Design pipe_stage_reg, sky130hd; sources not shown.
Run 1, cell density map:
The die is cut into 12 by 12 equal tiles; white is low, dark blue is high, 0 to 100% covered.
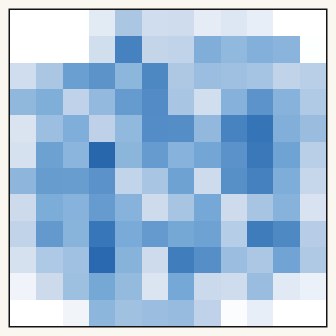
fullest tile: 78%
nearly empty tiles: 9.7%
tiles over 75% full: 1.4%
mean over tiles: 37%
emptiest ninth of the die: upper left
post-layout util: 41.33%
FP Util: 28.15%
core area: 12820 sq um

Run 1, the metal 3 layer:
The bar under the picture is 20 um long.
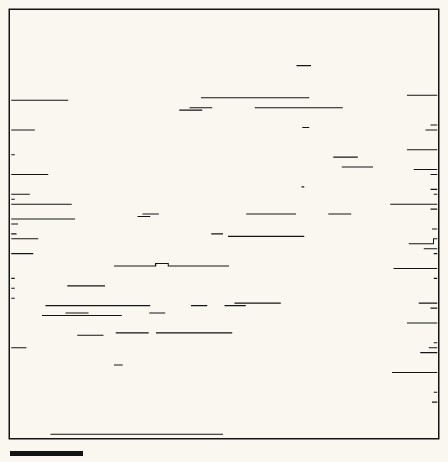
nets with wire on the layer: 62
main direction: horizontal
GRT met3 Usage: 2.762%
DRT Wirelength: 11.43 mm

Run 1, placement by cell class:
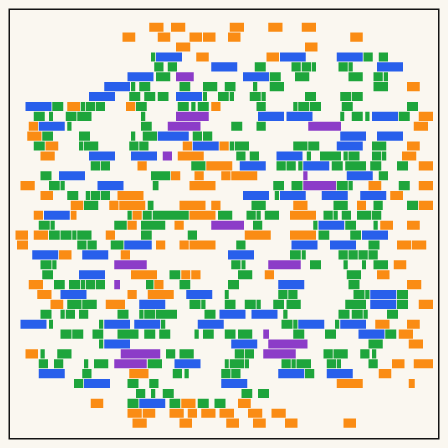
| class | color | cells | share of their area |
|---|---|---|---|
| sequential cells | blue | 66 | 26% |
| combinational and other logic | green | 273 | 42% |
| clock drivers and dummy loads | purple | 16 | 6.3% |
| remaining buffers and delay cells | orange | 117 | 26% |
Seq/total area: 25.02%
std cell rows: 41
cell area after layout: 5300 sq um

Run 1, placed standard cells:
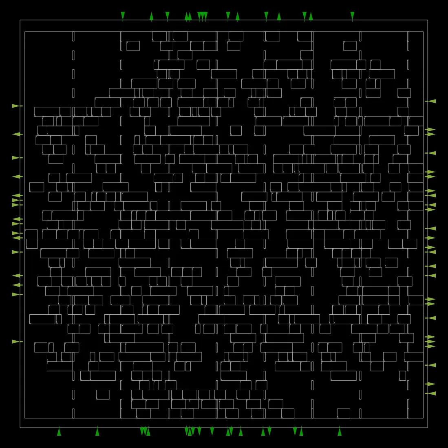
non-filler cells, final: 644
sequential cells: 66
Fill cells: 1302

==> metrics.csv, run 1 <==
stage;metric;value;unit
place;Cell Area, Placed;4702;sq um
drt;number of routed nets with antenna violations;0;
global_route;Remaining Overflow, GRT;0;
yosys;cell taking the most area after synthesis;dfxtp_1;
place;DP HPWL;7.058;mm
floorplanning;Die Ht;117.6;um
final_timing;final setup vio count;33;
yosys;Complex Gates by Area;30.09;%
final_timing;final worst slack;-0.1748;ns
yosys;synthesized cell area;3610;sq um
final_timing;minimum clock period;1.675;ns
cts;H-tree depth;3;
status;status;finished with violations;
cts;Clock Pin Slew Worst Setup and Hold Paths;0.06;ns
yosys;Cell area leaders;dfxtp_1 (37%), mux2_2 (10%), o2111ai_1 (7.8%), o311ai_1 (7.3%), nand2_1 (6.7%);
place;pre-CTS setup slack;-0.7576;ns
pwr;PD cells;862.4;nW/um^2
drt;number of vias after detailed routing;3348;
final_timing;Final Max Slew Viols;0;
drt;starting DRC count in detailed routing;179;
final_layout;share of cells above drive strength 1;37.29;%
pwr;worst-case vdd ir drop;0.0005306;V
status;failing checks;negative setup slack;
pwr;total design power;4.571;mW
global_route;first-pass GRT wire length;18.50;mm
final_layout;ant diodes;0;
setup_path;Crit Path Category;reg2out;
setup_path;WP data required;1.20;ns
drt;# DRC;0;
pwr;Clock power frac;50.1;%
cts;Late-Pin Clk Latency;0.33;ns
yosys;flip-flops with a built-in enable;0;
yosys;Synth Area in Adders;0;%
place;gpl congestion;0.6809;
global_route;vias in the first global route;3388;
pwr;switching part of the total power;23.30;%
yosys;yosys warns;0;
final_timing;Setup Skew;0.006092;ns
yosys;XOR Share, Synth;0;%
yosys;Synth async-reset ratio;0;%
drt;Initial DRT Pass Iterations;4;
final_layout;Nets;505;
## run 1: per-layer routing
layer	GRT usage [%]	wire length, um	up-vias
met5	0	0	-
met4	6.490	98	0
met3	2.762	546	6
met2	26.91	5352	102
met1	23.13	5434	1576
li1	-	-	1664
## run 1: cell type report
type                    count  area (sq um)
well taps                 172         215.2
clock inverters             5         77.57
clock buffers              11         242.7
repair buffers            117          1303
flip-flops and latches     66          1326
fillers                  1302          7525
multi-input cells         273          2136
## run 1: cells in the mapped netlist (2+ instances only)
master and count:
o31ai_1 32, o311ai_1 30, clkbuf_2 4, clkbuf_1 12, o211ai_1 32, mux2_2 32, nor2b_1 2, nand2_1 64
buf_4 6, o2111ai_1 32, o311ai_0 2, dfxtp_1 66, buf_6 9, nor2_1 3, and2_1 33, buf_2 23
## run 1: per-stage QoR
stage / cells / util, %
floorplan: 338 / -
global placement: 621 / 36.66
detailed placement: 621 / 36.66
CTS: 644 / 41.27
global route: 644 / 41.33
finish: 644 / 41.33
## run 1: cells in the final DEF, fill, tap and decap left out, types with 3 or more instances in the layout
cell type and count:
and2_4 32, buf_12 15, buf_4 26, buf_6 34, buf_8 3, clkbuf_16 9, clkdlybuf4s50_1 35, dfxtp_1 64
mux2_2 32, nand2_1 64, nor2_4 3, o2111ai_1 32, o211ai_1 32, o311ai_1 26, o311ai_2 5, o31ai_1 32
## run 1: worst max-delay path: stages (launching register included)
cell and delay, ns:
dfxtp_2 0.32, and2b_4 0.19, buf_12 0.14, buf_8 0.12
and2_4 0.15, buf_6 0.12
## run 1: power groups by stage
stage          clock [mW]  combinational, mW  sequential [mW]
2_1_floorplan           0              0.172             1.82
3_3_place_gp            0              0.472             1.83
3_5_place_dp            0              0.473             1.83
4_1_cts              2.35              0.499             1.79
5_1_grt              2.43              0.536             1.79
6_report             2.29              0.494             1.79
## run 1: what timing repair did
item / 4_1_cts / 5_1_grt
endpoints found under the setup margin: 68 / 41
pin swaps: 23 / 0
gates resized: 254 / 8
setup buffers: 4 / 2
hold buffers: 0 / 0
gates cloned: 3 / 0
## run 1: cell families after synthesis
group / count (synthesis)
muxes: 32
buffers and inverters: 55
and+or+nand+nor: 107
AOI/OAI and AO/OA: 133
DFF: 66
Run 1, M2 wires:
The bar under the picture is 20 um long.
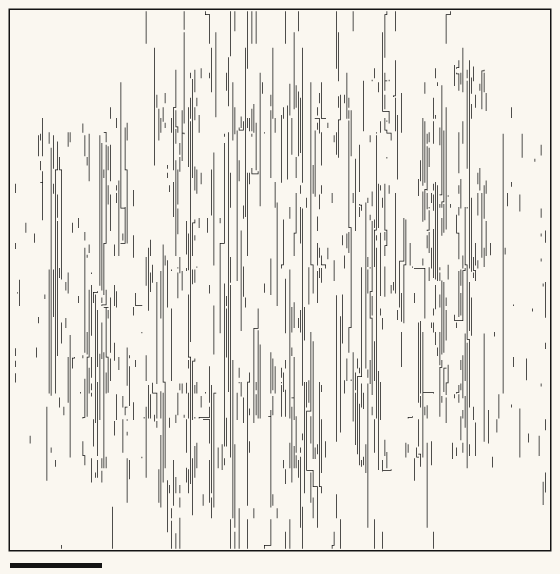

--- run 2 (diff from run 1) ---
--- a/config.mk
+++ b/config.mk
@@ -8,6 +8,7 @@
 export CAP_MARGIN = 25
 export CORE_UTILIZATION = 27
 export CTS_CLUSTER_DIAMETER = 50
+export CTS_CLUSTER_SIZE = 20
 export DETAILED_ROUTE_END_ITERATION = 10
 export PLACE_DENSITY_LB_ADDON = 0.08
 export REMOVE_ABC_BUFFERS = 1
==> constraint.sdc (replaced) <==
create_clock -name clk -period 1.5 [get_ports clk]
set_input_delay 0.15 -clock clk [delete_from_list [all_inputs] [get_ports clk]]
set_output_delay 0.15 -clock clk [all_outputs]
set_load 0.02 [all_outputs]
Run 2, M2 wires:
The bar under the picture is 20 um long.
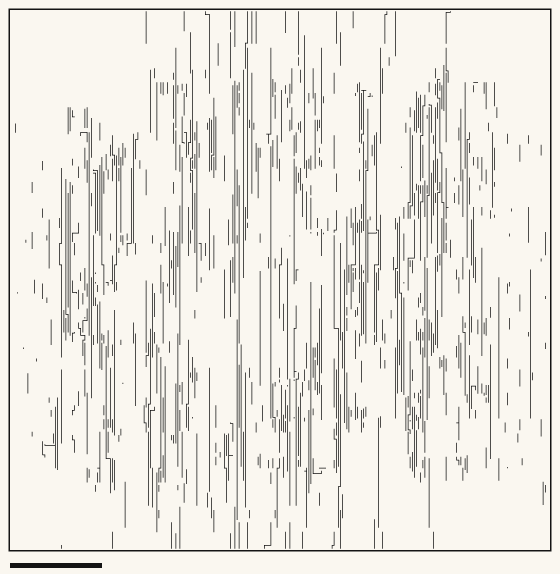
main direction: vertical
longest straight run: 59.2 um
DRT Wirelength: 11.12 mm
met2 Use GR: 25.66%
number of vias after detailed routing: 3344

Run 2, cell density map:
The die is cut into 12 by 12 equal tiles; white is low, dark blue is high, 0 to 100% covered.
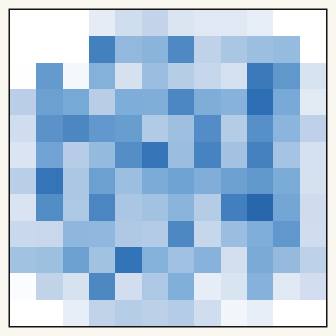
fullest tile: 78%
emptiest ninth of the die: upper left
mean over tiles: 35%
nearly empty tiles: 10%
tiles over 75% full: 0.70%
post-layout util: 39.62%

Run 2, placement by cell class:
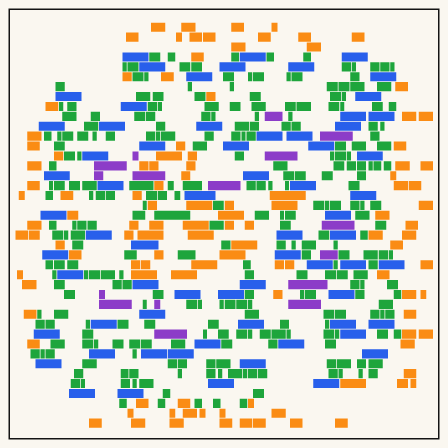
| class | color | cells | share of their area |
|---|---|---|---|
| clock drivers and dummy loads | purple | 16 | 6.3% |
| sequential cells | blue | 66 | 27% |
| remaining buffers and delay cells | orange | 113 | 24% |
| combinational and other logic | green | 273 | 42% |
cell area after layout: 5081 sq um
Seq/total area: 26.10%

==> run 2 against run 1 <==
The flow still finishes with violations (negative setup slack). Combinational power is 3% lower. Hold slack worse by 0.14 ns. Sequential power hardly changed. Critical path depth stayed put. Total power is 2.7% lower. Highest routed layer unchanged.
==> metrics.csv, run 2 <==
stage;metric;value;unit
status;status;finished with violations;
status;failing checks;negative setup slack;
place;pre-CTS setup slack;-0.4510;ns
setup_path;buffers and inverters on the worst path;3;
drt;Initial DRT Pass Iterations;5;
final_layout;ant diodes;0;
final_layout;share of cells above drive strength 1;30.98;%
place;Placed Cells;617;
yosys;most frequent cell after synthesis;dfxtp_1;
final_timing;final worst slack;-0.004528;ns
setup_path;reg2reg path depth;5;
yosys;Mapped Avg Cell Area;9.185;sq um
yosys;yosys stat area;3610;sq um
global_route;vias in the first global route;3217;
place;gpl congestion;0.6881;
yosys;yosys warns;0;
cts;Sink Count;66;
yosys;Post-synth top cells;dfxtp_1 (66), nand2_1 (64), and2_1 (33);
final_timing;final setup vio count;4;
drt;number of routed nets with antenna violations;0;
final_layout;Fill cells;1307;
final_layout;Comb area;2048;sq um
drt;# DRC;0;
run;Max-Cap Viols;0;
cts;H-tree depth;3;
cts;TritonCTS clock tree;yes;
setup_path;Crit path top cell by count;buf_12;
final_layout;Nets;501;
worst_hold_path;WHS Path Cells;3;
setup_path;WP data required;1.35;ns
final_layout;non-filler cells, final;640;
setup_path;Crit. path cell count;5;
setup_path;Top delay family on crit path;buffers and inverters;
drt;starting DRC count in detailed routing;184;
setup_path;Crit Path Category;reg2out;
yosys;Cell area leaders;dfxtp_1 (37%), mux2_2 (10%), o2111ai_1 (7.8%), o311ai_1 (7.3%), nand2_1 (6.7%);
pwr;worst-case vdd ir drop;0.0004813;V
setup_path;Crit-path slowest cell;dfxtp_2;
yosys;Synth async-reset ratio;0;%
final_timing;minimum clock period;1.505;ns
yosys;cell taking the most area after synthesis;dfxtp_1;
cts;Late-Pin Clk Latency;0.33;ns
final_timing;relative slew slack;63.81;%
floorplanning;FP Util;28.15;%
global_route;Remaining Overflow, GRT;0;
cts;Clock Pin Slew Worst Setup and Hold Paths;0.06;ns
final_timing;Final Max Slew Viols;0;
floorplanning;std cell rows;41;
floorplanning;core area;12820;sq um
setup_path;CP max stage delay;0.32;ns
global_route;antenna violations before repair;0;
yosys;sequential share of the synthesized area;36.60;%
floorplanning;Die Ht;117.6;um
yosys;synthesized cell area;3610;sq um
pwr;PD cells;875.3;nW/um^2
cts;Max Buffers Root-to-Sink;2;
final_timing;Setup Skew;0.003559;ns
final_timing;Final period util;100.3;%
final_layout;Top cells excl fill/tap;nand2_1 (64), dfxtp_1 (64), clkdlybuf4s50_1 (35);
final_layout;FF/Latch Area;1326;sq um
yosys;Synth flops;66;
yosys;flip-flops with a built-in enable;0;
place;DP HPWL;6.749;mm
setup_path;crit-path cells;and2b_4 > buf_12 > buf_12 > and2_4 > buf_6;
setup_path;CP max FO;5;
floorplanning;chip area;13840;sq um
yosys;Syn Inst Count;393;
global_route;first-pass GRT wire length;17.86;mm
run 2: power by group:
part | switching, mW | total [mW] | internal [mW]
clock network | 0.814 | 2.18 | 1.37
logic | 0.249 | 0.479 | 0.230
registers | 0.0118 | 1.79 | 1.77
run 2: final cells by class:
class / count / share of cell area, %
multi-input combinational: 273 / 40.31
sequential: 66 / 26.10
timing repair buffer: 113 / 23.34
clock buffer: 11 / 4.974
tap: 172 / 4.235
clock inverter: 5 / 1.034
run 2: worst reg2reg max path: stages, from the launching register on:
cell and delay [ns]:
dfxtp_2 0.32, buf_4 0.18, and2b_1 0.19, buf_12 0.17
o311ai_1 0.31, nand2_1 0.08
run 2: metal layers:
layer	share of wire (%)	track usage [%]
met1	48	21.62
met2	47	25.66
met3	3.9	3.779
met4	1.6	5.529
met5	0	0
run 2: kinds of logic (layout without fill, tap and decap cells):
family | after synthesis | count (layout) | share of synthesized area, %
flip-flops | 66 | 66 | 36.60
AND/OR/NAND/NOR | 107 | 108 | 14.18
AND-OR/OR-AND | 133 | 133 | 30.09
buffers and inverters | 55 | 129 | 9.151
multiplexers | 32 | 32 | 9.983
run 2: metrics by stage:
stage / setup TNS (ns) / hold WS [ns] / area [sq um] / total power [mW]
CTS: -1.933 / 0.3336 / 4942 / 4.508
detailed placement: -22.63 / 0.4553 / 4672 / 2.293
floorplan: -196.17 / 0.2189 / 3279 / 1.995
global route: -0.3062 / 0.3642 / 5081 / 4.621
finish: -0.01433 / 0.3245 / 5081 / 4.447
global placement: -21.49 / 0.4527 / 4672 / 2.293
run 2: timing repair:
action	4_1_cts	5_1_grt
gates resized	149	55
setup buffers	4	4
hold buffers	0	0
pin swaps	1	3
gates cloned	2	1
endpoints found under the setup margin	36	56
Power is estimated from default activity; no workload was simulated.
